File: config.mk
export PLATFORM = sky130hd
export DESIGN_NAME = microsequencer_stack
export DESIGN_NICKNAME = d
export VERILOG_FILES = /design/src/rtl/microseq_pkg.sv /design/src/rtl/micro_stack.sv /design/src/rtl/microsequencer_stack.sv
export SDC_FILE = /design/constraint.sdc
export NUM_CORES = 1
export LEC_CHECK = 0
export CORE_MARGIN = 2
export CORE_UTILIZATION = 52
export CTS_CLUSTER_SIZE = 28
export DETAILED_ROUTE_END_ITERATION = 10
export PLACE_DENSITY = 0.86
export SKIP_CTS_REPAIR_TIMING = 1
export SYNTH_ARGS = -nofsm -noshare
export SYNTH_HDL_FRONTEND = slang
export SYNTH_SLANG_ARGS = --single-unit
File: constraint.sdc
create_clock -name CLK -period 4.97 [get_ports CLK]
set_input_delay 0.994 -clock CLK [delete_from_list [all_inputs] [get_ports CLK]]
set_output_delay 0.994 -clock CLK [all_outputs]
set_load 0.02 [all_outputs]
File: src/rtl/microseq_pkg.sv
// Shared encodings and microword field layout for the microprogram sequencer.
package microseq_pkg;

  typedef enum logic [2:0] {
    OP_NEXT     = 3'd0,
    OP_JUMP     = 3'd1,
    OP_BRC      = 3'd2,
    OP_DISPATCH = 3'd3,
    OP_CALL     = 3'd4,
    OP_RET      = 3'd5,
    OP_WAIT     = 3'd6,
    OP_END      = 3'd7
  } op_e;

  typedef enum logic [2:0] {
    COND_TRUE = 3'd0,
    COND_Z    = 3'd1,
    COND_N    = 3'd2,
    COND_C    = 3'd3,
    COND_V    = 3'd4,
    COND_NZ   = 3'd5,
    COND_NN   = 3'd6,
    COND_NC   = 3'd7
  } cond_e;

  typedef enum logic {
    ST_RUN  = 1'b0,
    ST_HALT = 1'b1
  } state_e;

  // Microword layout, LSB first: ctrl | op(3) | cond(3) | target(ADDR_W)
  function automatic int op_lsb(input int ctrl_w);
    return ctrl_w;
  endfunction

  function automatic int cond_lsb(input int ctrl_w);
    return ctrl_w + 3;
  endfunction

  function automatic int target_lsb(input int ctrl_w);
    return ctrl_w + 6;
  endfunction

  function automatic int uword_width(input int ctrl_w, input int addr_w);
    return ctrl_w + 6 + addr_w;
  endfunction

endpackage

File: src/rtl/micro_stack.sv
// Return-address LIFO for microsubroutine calls; push and pop share the CAR update edge.
module micro_stack #(
  parameter int STACK_DEPTH = 4,
  parameter int ADDR_W      = 7
) (
  input  logic              CLK,
  input  logic              reset_n,
  input  logic              push,
  input  logic              pop,
  input  logic [ADDR_W-1:0] din,
  output logic [ADDR_W-1:0] dout,
  output logic              full,
  output logic              empty
);

  localparam int SP_W  = $clog2(STACK_DEPTH + 1);
  localparam int PTR_W = $clog2(STACK_DEPTH);

  logic [SP_W-1:0]   sp_reg;
  logic [ADDR_W-1:0] mem [STACK_DEPTH];
  logic [PTR_W-1:0]  top_idx;

  assign full    = (sp_reg == SP_W'(STACK_DEPTH));
  assign empty   = (sp_reg == '0);
  assign top_idx = PTR_W'(sp_reg - SP_W'(1));
  // Top of stack is read combinationally so RET can redirect in the same cycle
  assign dout    = mem[top_idx];

  always_ff @(posedge CLK) begin
    if (!reset_n) begin
      sp_reg <= '0;
    end else if (push && !full) begin
      sp_reg <= sp_reg + SP_W'(1);
    end else if (pop && !empty) begin
      sp_reg <= sp_reg - SP_W'(1);
    end
  end

  always_ff @(posedge CLK) begin
    if (push && !full) begin
      mem[PTR_W'(sp_reg)] <= din;
    end
  end

endmodule

File: src/rtl/microsequencer_stack.sv
// Microprogram sequencer: CAR, next-address/cond muxes, return stack, WAIT stall and fault halt.
module microsequencer_stack
  import microseq_pkg::*;
#(
  parameter int              ADDR_W      = 7,
  parameter int              CTRL_W      = 27,
  parameter int              STACK_DEPTH = 4,
  parameter logic [ADDR_W-1:0] RESET_ADDR = '0
) (
  input  logic                       CLK,
  input  logic                       reset_n,
  output logic [ADDR_W-1:0]          uaddr,
  input  logic [CTRL_W+6+ADDR_W-1:0] uword,
  input  logic [ADDR_W-1:0]          map_addr,
  input  logic [3:0]                 flags,
  input  logic                       mem_done,
  input  logic                       hold,
  output logic [CTRL_W-1:0]          ctrl_out,
  output logic                       done,
  output logic                       err
);

  localparam int OP_LSB   = op_lsb(CTRL_W);
  localparam int COND_LSB = cond_lsb(CTRL_W);
  localparam int TGT_LSB  = target_lsb(CTRL_W);

  op_e               op;
  cond_e             cond;
  logic [ADDR_W-1:0] target;
  logic [CTRL_W-1:0] ctrl;

  assign op     = op_e'(uword[OP_LSB +: 3]);
  assign cond   = cond_e'(uword[COND_LSB +: 3]);
  assign target = uword[TGT_LSB +: ADDR_W];
  assign ctrl   = uword[CTRL_W-1:0];

  state_e            state_reg;
  logic [ADDR_W-1:0] car_reg, car_next, car_inc;
  logic [CTRL_W-1:0] ctrl_out_reg;
  logic              done_reg, err_reg;

  logic              cond_true, run_en, fault, is_end;
  logic              push, pop, stk_full, stk_empty;
  logic [ADDR_W-1:0] stk_dout;

  assign car_inc = car_reg + ADDR_W'(1);
  assign run_en  = (state_reg == ST_RUN) && !hold;

  // flags = {N,C,V,Z}
  always_comb begin
    cond_true = 1'b0;
    case (cond)
      COND_TRUE: cond_true = 1'b1;
      COND_Z:    cond_true = flags[0];
      COND_N:    cond_true = flags[3];
      COND_C:    cond_true = flags[2];
      COND_V:    cond_true = flags[1];
      COND_NZ:   cond_true = !flags[0];
      COND_NN:   cond_true = !flags[3];
      COND_NC:   cond_true = !flags[2];
      default:   cond_true = 1'b0;
    endcase
  end

  always_comb begin
    car_next = car_inc;
    push     = 1'b0;
    pop      = 1'b0;
    fault    = 1'b0;
    is_end   = 1'b0;
    case (op)
      OP_NEXT:     car_next = car_inc;
      OP_JUMP:     car_next = target;
      OP_BRC:      car_next = cond_true ? target : car_inc;
      OP_DISPATCH: car_next = map_addr;
      OP_CALL: begin
        car_next = target;
        fault    = stk_full;
        push     = run_en && !stk_full;
      end
      OP_RET: begin
        car_next = stk_dout;
        fault    = stk_empty;
        pop      = run_en && !stk_empty;
      end
      OP_WAIT:     car_next = mem_done ? car_inc : car_reg;
      OP_END: begin
        car_next = RESET_ADDR;
        is_end   = 1'b1;
      end
      default:     car_next = car_inc;
    endcase
  end

  micro_stack #(
    .STACK_DEPTH(STACK_DEPTH),
    .ADDR_W     (ADDR_W)
  ) u_stack (
    .CLK    (CLK),
    .reset_n(reset_n),
    .push   (push),
    .pop    (pop),
    .din    (car_inc),
    .dout   (stk_dout),
    .full   (stk_full),
    .empty  (stk_empty)
  );

  always_ff @(posedge CLK) begin
    if (!reset_n) begin
      state_reg    <= ST_RUN;
      car_reg      <= RESET_ADDR;
      ctrl_out_reg <= '0;
      done_reg     <= 1'b0;
      err_reg      <= 1'b0;
    end else if (state_reg == ST_HALT) begin
      ctrl_out_reg <= '0;
      done_reg     <= 1'b0;
    end else if (hold) begin
      done_reg <= 1'b0;
    end else if (fault) begin
      // CAR stays on the faulting word so it can be inspected after the halt
      state_reg    <= ST_HALT;
      ctrl_out_reg <= '0;
      done_reg     <= 1'b0;
      err_reg      <= 1'b1;
    end else begin
      car_reg      <= car_next;
      ctrl_out_reg <= ctrl;
      done_reg     <= is_end;
    end
  end

  assign uaddr    = car_reg;
  assign ctrl_out = ctrl_out_reg;
  assign done     = done_reg;
  assign err      = err_reg;

endmodule

==> results_slide.txt <==
Key Metrics from the Run

Drt
  – DR WL met3: 521 microns
  – Per-cell routed wire length: 15.99 microns
  – Via count: 2727
  – DRC Markers: 0
  – Max Used Layer: met4

Power and ir drop
  – Clock share of power: 0.307
  – Maximum vdd drop: 204.5 uV
  – PD cells: 289.7 nW/um^2
  – Power, Total: 1.246 mW
  – Pleak: 1.629 nW
  – Seq group: 0.623 mW

Synth
  – Synth Flop Type: dfxtp_1
  – Post-synth top cells: 63 x nor2_1, 40 x dfxtp_1, 32 x a21oi_1, 32 x nand2_1, 28 x edfxtp_1
  – Synth Area in XOR/XNOR: 0.02134
  – Yosys warnings: 0
  – Largest type area fraction: 0.2561
  – Async set or reset register ratio after synthesis: 0
  – Mux frac, synth: 0.06479
  – Synth top cell by count: nor2_1
  – Synth Cell Area: 3283 sq um
  – EDFF count, synth: 28
  – Post-Syn Nets: 394
  – Ys cells: 333
  – Netlist cell types: 49
  – Chip area in the Yosys report: 3283 sq um

Finish
  – Most common logic cell in the routed design: clkdlybuf4s50_1
  – MI comb area: 1468 sq um
  – Design area: 4300 sq um
  – Seq_cells: 68
  – Sequential portion of the cell area: 0.3817
  – CLK BUF: 13
  – Number of fill cells: 451
  – Layout cells sized above 1: 0.07194

Floorplan
  – # IOs: 91
  – Tap Cells: 75
  – CORE AREA: 6026 sq um

Global route
  – First-pass GRT wire length: 12700 microns
  – GR met3 Demand/Resource: 0.06924
  – Vias in the first global route: 2486
  – Initial antenna violation count: 0

Worst setup path
  – Reg2reg end: uaddr[2]
  – Worst path cell trace: clkdlybuf4s50_1 > buf_4 > xor2_1 > nand3_1 > buf_4 > o311ai_2 > a222oi_1 > o21ai_1 > o2111a_1
  – Most used cell along the critical path: buf_4
  – CP max-delay cell: clkdlybuf4s50_1
  – Worst setup SP type: input pin
  – R2r worst-path depth: 8
  – Crit-path max FO: 31

Placement
  – Final GP Congestion: 0.9350
  – Cell total after placement: 477
  – Port Buf Inserts: 90
  – Placed inst area: 4140 sq um

Timing
  – Tightest Pin Transition: 1.063 ns
  – Final hold viol count: 0
  – Fin crit share: 0.6028
  – Final worst slack: 1.974 ns
  – Max-slew violations: 0
  – Fmax: 333.8 MHz
  – Final tally of setup violations: 0
  – Clk_skew: 0.005474 ns
  – Hold slack: 0.4865 ns
  – Rel. slew slack: 0.2916
  – RSZ-0062 raised after global routing: no

Flow run
  – Max-cap violation count: 0
  – Tool warnings: 30

CTS
  – Clock sink count: 68
  – Max H-tree Level: 3
  – Clk slew on worst S/H paths: 0.07 ns

Outcome
  – Run status: finished clean

Min path
  – Worst Hold Class: register to register
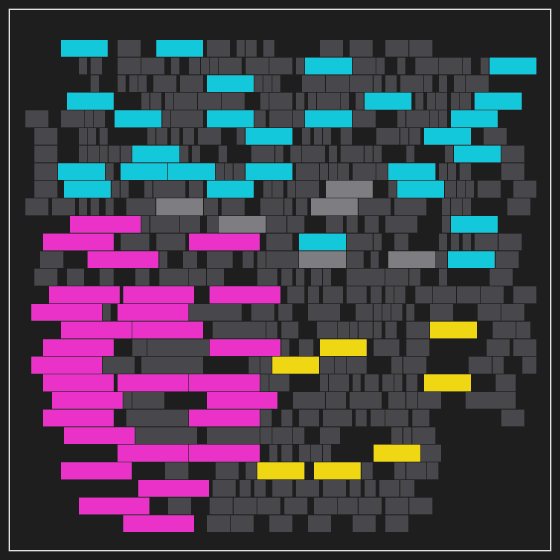
ff_map.png
- u_stack.mem: magenta (sequential cells 28)
- ctrl_out: cyan (sequential cells 27)
- uaddr: yellow (sequential cells 7)
- not coloured: 6

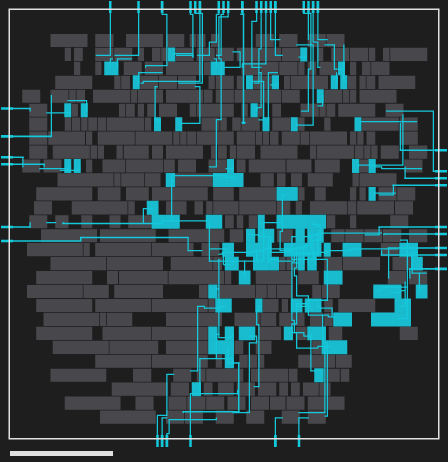
port_trees.png
Bar = 20 microns.
- uword: cyan (bits 40; direction input; edge 19 top, 9 right, 6 left, 6 bottom; end cells 84; wire 1280 microns)

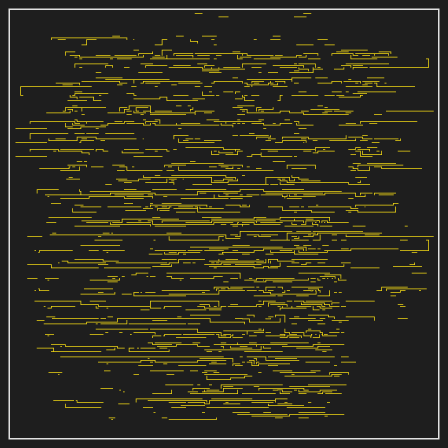
m1.png
- share of all routed wire: 44%
- nets with wire on the layer: 421
- wire length on this layer: 3490 microns

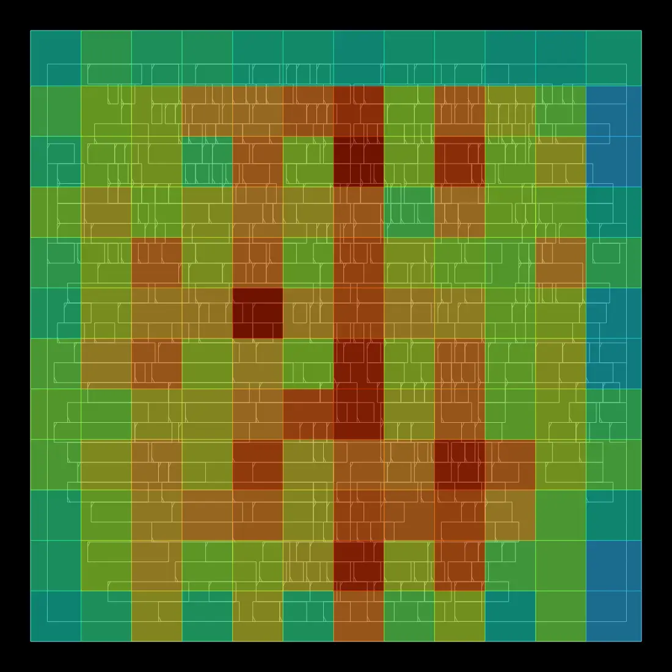
congestion_map.png
GR Util All Layers: 0.2265
fin util: 0.7137

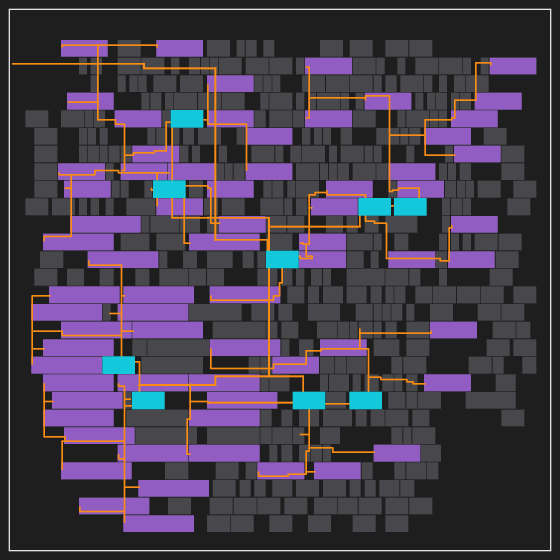
clock_wires.png
- clock-net drivers: cyan (count 9)
- flip-flops: purple (count 68)
- clock wires: orange (length 764 microns)
- flops lie: all over the die

Power figures rest on the tool's default switching activity, not on a simulated workload.
